`src/rtl/ofm_mem_arbiter_if.sv`:
```
// ofm_mem_arbiter_if: producer/consumer/memory bus around the OFM memory arbiter.
interface ofm_mem_arbiter_if #(
    parameter int WIDTH = 172
);
    localparam int AW = $clog2(WIDTH);
    logic              wr_req;
    logic [AW-1:0]     wr_addr;
    logic [0:3][7:0]   wr_data;
    logic              wr_gnt;
    logic              rd_req;
    logic [AW-1:0]     rd_addr;
    logic              rd_gnt;
    logic [0:3][7:0]   rd_data;
    logic              rd_valid;
    logic [AW-1:0]     mem_addr;
    logic              mem_write_en;
    logic [0:3][7:0]   mem_inp;
    logic [0:3][7:0]   mem_data_out;
    modport slave (
        input  wr_req, wr_addr, wr_data, rd_req, rd_addr, mem_data_out,
        output wr_gnt, rd_gnt, rd_data, rd_valid, mem_addr, mem_write_en, mem_inp
    );
    modport master (
        output wr_req, wr_addr, wr_data, rd_req, rd_addr, mem_data_out,
        input  wr_gnt, rd_gnt, rd_data, rd_valid, mem_addr, mem_write_en, mem_inp
    );
endinterface

```
`src/rtl/ofm_mem_arbiter.sv`:
```
// ofm_mem_arbiter: round-robin write/read arbiter in front of the OFM memory, with layer-complete tracking.
module ofm_mem_arbiter #(
    parameter int WIDTH     = 172,
    parameter int NUM_WORDS = 43,
    localparam int CW       = $clog2(NUM_WORDS + 1)
) (
    input  logic                clk,
    input  logic                rst_n,
    input  logic                clear,
    ofm_mem_arbiter_if.slave    bus,
    output logic                done,
    output logic [CW-1:0]       wr_cnt,
    output logic                align_err
);
    typedef enum logic {RUN, DONE} state_t;
    state_t state, state_nxt;
    logic prio, aligned, wr_ok, rd_ok, last;
    // Grants are masked by reset and clear so nothing reaches the memory in those cycles.
    always_comb begin
        aligned          = bus.wr_addr[1:0] == 2'b00;
        wr_ok            = rst_n & ~clear & bus.wr_req & (state == RUN);
        rd_ok            = rst_n & ~clear & bus.rd_req;
        bus.wr_gnt       = wr_ok & (~rd_ok | ~prio);
        bus.rd_gnt       = rd_ok & (~wr_ok | prio);
        bus.mem_addr     = bus.wr_gnt ? bus.wr_addr : bus.rd_gnt ? bus.rd_addr : '0;
        bus.mem_write_en = bus.wr_gnt & aligned;
        bus.mem_inp      = bus.wr_data;
        last             = bus.mem_write_en && (wr_cnt == CW'(NUM_WORDS - 1));
        state_nxt        = clear ? RUN : last ? DONE : state;
        done             = state == DONE;
    end
    always_ff @(posedge clk or negedge rst_n) begin
        if (!rst_n) state <= RUN;
        else        state <= state_nxt;
    end
    always_ff @(posedge clk or negedge rst_n) begin
        if (!rst_n) begin
            prio         <= 1'b0;
            wr_cnt       <= '0;
            align_err    <= 1'b0;
            bus.rd_valid <= 1'b0;
            bus.rd_data  <= '0;
        end else if (clear) begin
            prio         <= 1'b0;
            wr_cnt       <= '0;
            align_err    <= 1'b0;
            bus.rd_valid <= 1'b0;
            bus.rd_data  <= '0;
        end else begin
            prio         <= bus.wr_gnt ? 1'b1 : bus.rd_gnt ? 1'b0 : prio;
            wr_cnt       <= wr_cnt + CW'(bus.mem_write_en);
            align_err    <= align_err | (bus.wr_gnt & ~aligned);
            bus.rd_valid <= bus.rd_gnt;
            if (bus.rd_gnt) bus.rd_data <= bus.mem_data_out;
        end
    end
endmodule

```
`src/flat_wrapper.sv`:
```
// flat-port wrapper written by rule: the top's interface ports become plain ports
module ofm_mem_arbiter_flat 
#(
    parameter int WIDTH     = 172,
    parameter int NUM_WORDS = 43,
    localparam int CW       = $clog2(NUM_WORDS + 1)
)
  (clk, rst_n, clear, done, wr_cnt, align_err, bus_wr_req, bus_wr_addr, bus_wr_data, bus_rd_req, bus_rd_addr, bus_mem_data_out, bus_wr_gnt, bus_rd_gnt, bus_rd_data, bus_rd_valid, bus_mem_addr, bus_mem_write_en, bus_mem_inp);
  ofm_mem_arbiter_if #(.WIDTH(WIDTH)) bus_i ();
  input  logic clk;
  input  logic rst_n;
  input  logic clear;
  output logic done;
  output logic [CW-1:0] wr_cnt;
  output logic align_err;
  input wire logic [$bits(bus_i.wr_req)-1:0] bus_wr_req;
  input wire logic [$bits(bus_i.wr_addr)-1:0] bus_wr_addr;
  input wire logic [$bits(bus_i.wr_data)-1:0] bus_wr_data;
  input wire logic [$bits(bus_i.rd_req)-1:0] bus_rd_req;
  input wire logic [$bits(bus_i.rd_addr)-1:0] bus_rd_addr;
  input wire logic [$bits(bus_i.mem_data_out)-1:0] bus_mem_data_out;
  output wire logic [$bits(bus_i.wr_gnt)-1:0] bus_wr_gnt;
  output wire logic [$bits(bus_i.rd_gnt)-1:0] bus_rd_gnt;
  output wire logic [$bits(bus_i.rd_data)-1:0] bus_rd_data;
  output wire logic [$bits(bus_i.rd_valid)-1:0] bus_rd_valid;
  output wire logic [$bits(bus_i.mem_addr)-1:0] bus_mem_addr;
  output wire logic [$bits(bus_i.mem_write_en)-1:0] bus_mem_write_en;
  output wire logic [$bits(bus_i.mem_inp)-1:0] bus_mem_inp;
  assign bus_i.wr_req = bus_wr_req;
  assign bus_i.wr_addr = bus_wr_addr;
  assign bus_i.wr_data = bus_wr_data;
  assign bus_i.rd_req = bus_rd_req;
  assign bus_i.rd_addr = bus_rd_addr;
  assign bus_i.mem_data_out = bus_mem_data_out;
  assign bus_wr_gnt = bus_i.wr_gnt;
  assign bus_rd_gnt = bus_i.rd_gnt;
  assign bus_rd_data = bus_i.rd_data;
  assign bus_rd_valid = bus_i.rd_valid;
  assign bus_mem_addr = bus_i.mem_addr;
  assign bus_mem_write_en = bus_i.mem_write_en;
  assign bus_mem_inp = bus_i.mem_inp;
  ofm_mem_arbiter #(.WIDTH(WIDTH), .NUM_WORDS(NUM_WORDS)) u_core (.clk(clk), .rst_n(rst_n), .clear(clear), .bus(bus_i), .done(done), .wr_cnt(wr_cnt), .align_err(align_err));
endmodule
```
`config.mk`:
```
export PLATFORM = sky130hd
export DESIGN_NAME = ofm_mem_arbiter_flat
export DESIGN_NICKNAME = d
export VERILOG_FILES = /design/src/rtl/ofm_mem_arbiter_if.sv /design/src/rtl/ofm_mem_arbiter.sv /design/src/flat_wrapper.sv
export SDC_FILE = /design/constraint.sdc
export NUM_CORES = 1
export LEC_CHECK = 0
export CORE_MARGIN = 2
export CORE_UTILIZATION = 36
export CTS_BUF_LIST = sky130_fd_sc_hd__clkbuf_4 sky130_fd_sc_hd__clkbuf_8
export CTS_CLUSTER_SIZE = 12
export DETAILED_ROUTE_END_ITERATION = 10
export PLACE_DENSITY_LB_ADDON = 0.08
export SETUP_SLACK_MARGIN = 0.1
export SYNTH_ARGS = -nofsm -noshare
export SYNTH_HDL_FRONTEND = slang
export SYNTH_SLANG_ARGS = --single-unit
```
`constraint.sdc`:
```
create_clock -name clk -period 2 [get_ports clk]
set_clock_uncertainty 0.05 [all_clocks]
set_input_delay 0.3 -clock clk [delete_from_list [all_inputs] [get_ports clk]]
set_output_delay 0.3 -clock clk [all_outputs]
set_load 0.03 [all_outputs]
```
Figure 1. Signal wires by layer.
Two of the layers only.
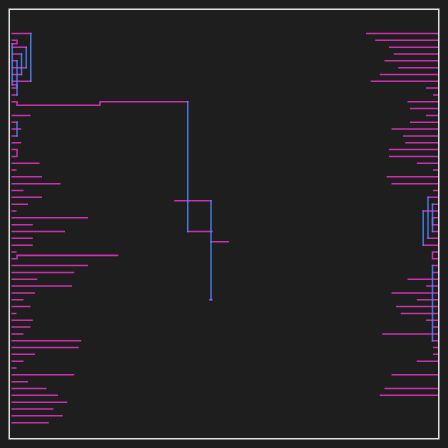
[metal 3] magenta | wire length: 621 um
[metal 4] blue | wire length: 116 um

Figure 2. Signal wires on met2.
Cells faint in the background.
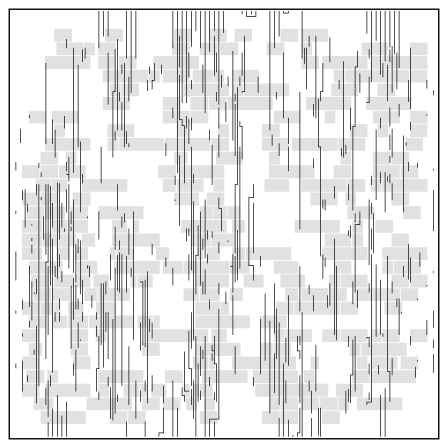
nets with wire on the layer: 315
wire length on this layer: 2740 um

==> impl_metrics.ini <==
; physical design summary
[run_status]
status = finished, violations left
violations = hold timing

[hold_path]
min_path_type = input pin to async pin

[finish]
finalNonFillerCells = 356
layout_top_cell = clkdlybuf4s50_1
stdcell_area_sq_um = 3500
fillers = 544
num-nonclk-buffers = 124
largestClassByArea = non-clock buffers
area.share.combinational_pct = 29.3
clkCellAreaFrac_pct = 3.43
nNonClkInverters = 2
largest_reg_flops = 32
comb.multi_input.count = 103
buf_share_pct = 34.3
nets = 365
diodes = 0

[critical_path]
startpoint_type = flip-flop
cp-end-kind = output pin
critPathMaxStageDelay_ns = 0.44
crit_end = bus_mem_addr[6]
cp.arrival_ns = 1.62
crit_family = flip-flops
crit_fanout = 5
startpoint = u_core.done

[clocking]
clk_pin_slew_ns = 0.08
cts_made_buffers = 5
clock-root-buffer = clkbuf_8
clockBufferDepth = 2
clk_latency_ns = 0.29
cts_tree = yes
cts_setup_buffers = 7
cts_hold_buf = 1
clock-sinks = 42

[floorplanning]
dieArea_sq_um = 7270
die_y_um = 85.3
num_rows = 29
fp.coreArea_sq_um = 6390
fp_util_pct = 37.2

[logic_synthesis]
ys_sh_mux_pct = 19.9
synth.area.top_cells = dfrtp_1, mux2_4, buf_4
top_logic_kind = multiplexers
seq_area_frac_synth_pct = 44.2
synth_cell_types = 32
netlist.area_leader.share_pct = 44.2
syn_nets = 276
yosys.area_share.aoi_pct = 4.58
ys_top_cells_by_count = dfrtp_1, nor2b_1, buf_4
synth_area_per_cell_sq_um = 12.6
async_reset_ff_share_pct = 100
yosysCellCount = 189

[placement]
place_area_sq_um = 3250
port_buffers = 104
dp_cells = 338
place_ws_ns = -0.118

[pwr]
ir_drop_mv = 0.291
power_w = 0.00203
top_power_group = registers
clock_power_w = 0.000712
power_density_nw_per_um2 = 581
combPwrFrac_pct = 20.9
p_clk_share_pct = 35.1
comb-power_w = 0.000425
p_seq_share_pct = 44.0
pg_seq_w = 0.000895

[final_timing]
finalHoldViolCount = 3
fmax_mhz = 508
rsz0062_at_grt = true
setup_viol = 0
max-slew-margin-rel_pct = 76.5
setup_tns_ns = 0
hold_ws_ns = -0.219
finalCritPeriodShare_pct = 98.5
slew_violations = 0
worst_slack_ns = 0.0309

[job]
drv_cap = 0
warnings = 31

[grt]
grt_max_degree = 28
antenna_found_initial = 0
grt_pass1_wl_um = 9290
grt_usage_pct = 16.1
overflow = 0
use_met2_pct = 26.6
grt-busiest-layer = met2

[drt]
ant_nets = 0
drc = 0
wl_per_cell_um = 16.6
m1WireLength_um = 2420
Figure 3. M4 wires.
The bar under the picture is 20 um long. Cells faint in the background.
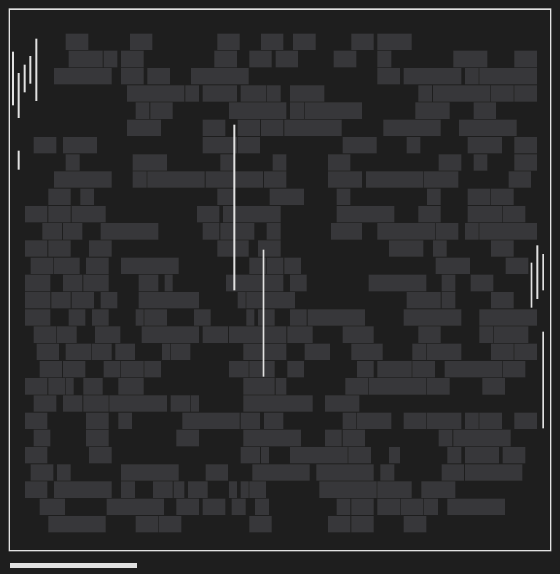
main direction: vertical
nets with wire on the layer: 12
share of all routed wire: 2.0%

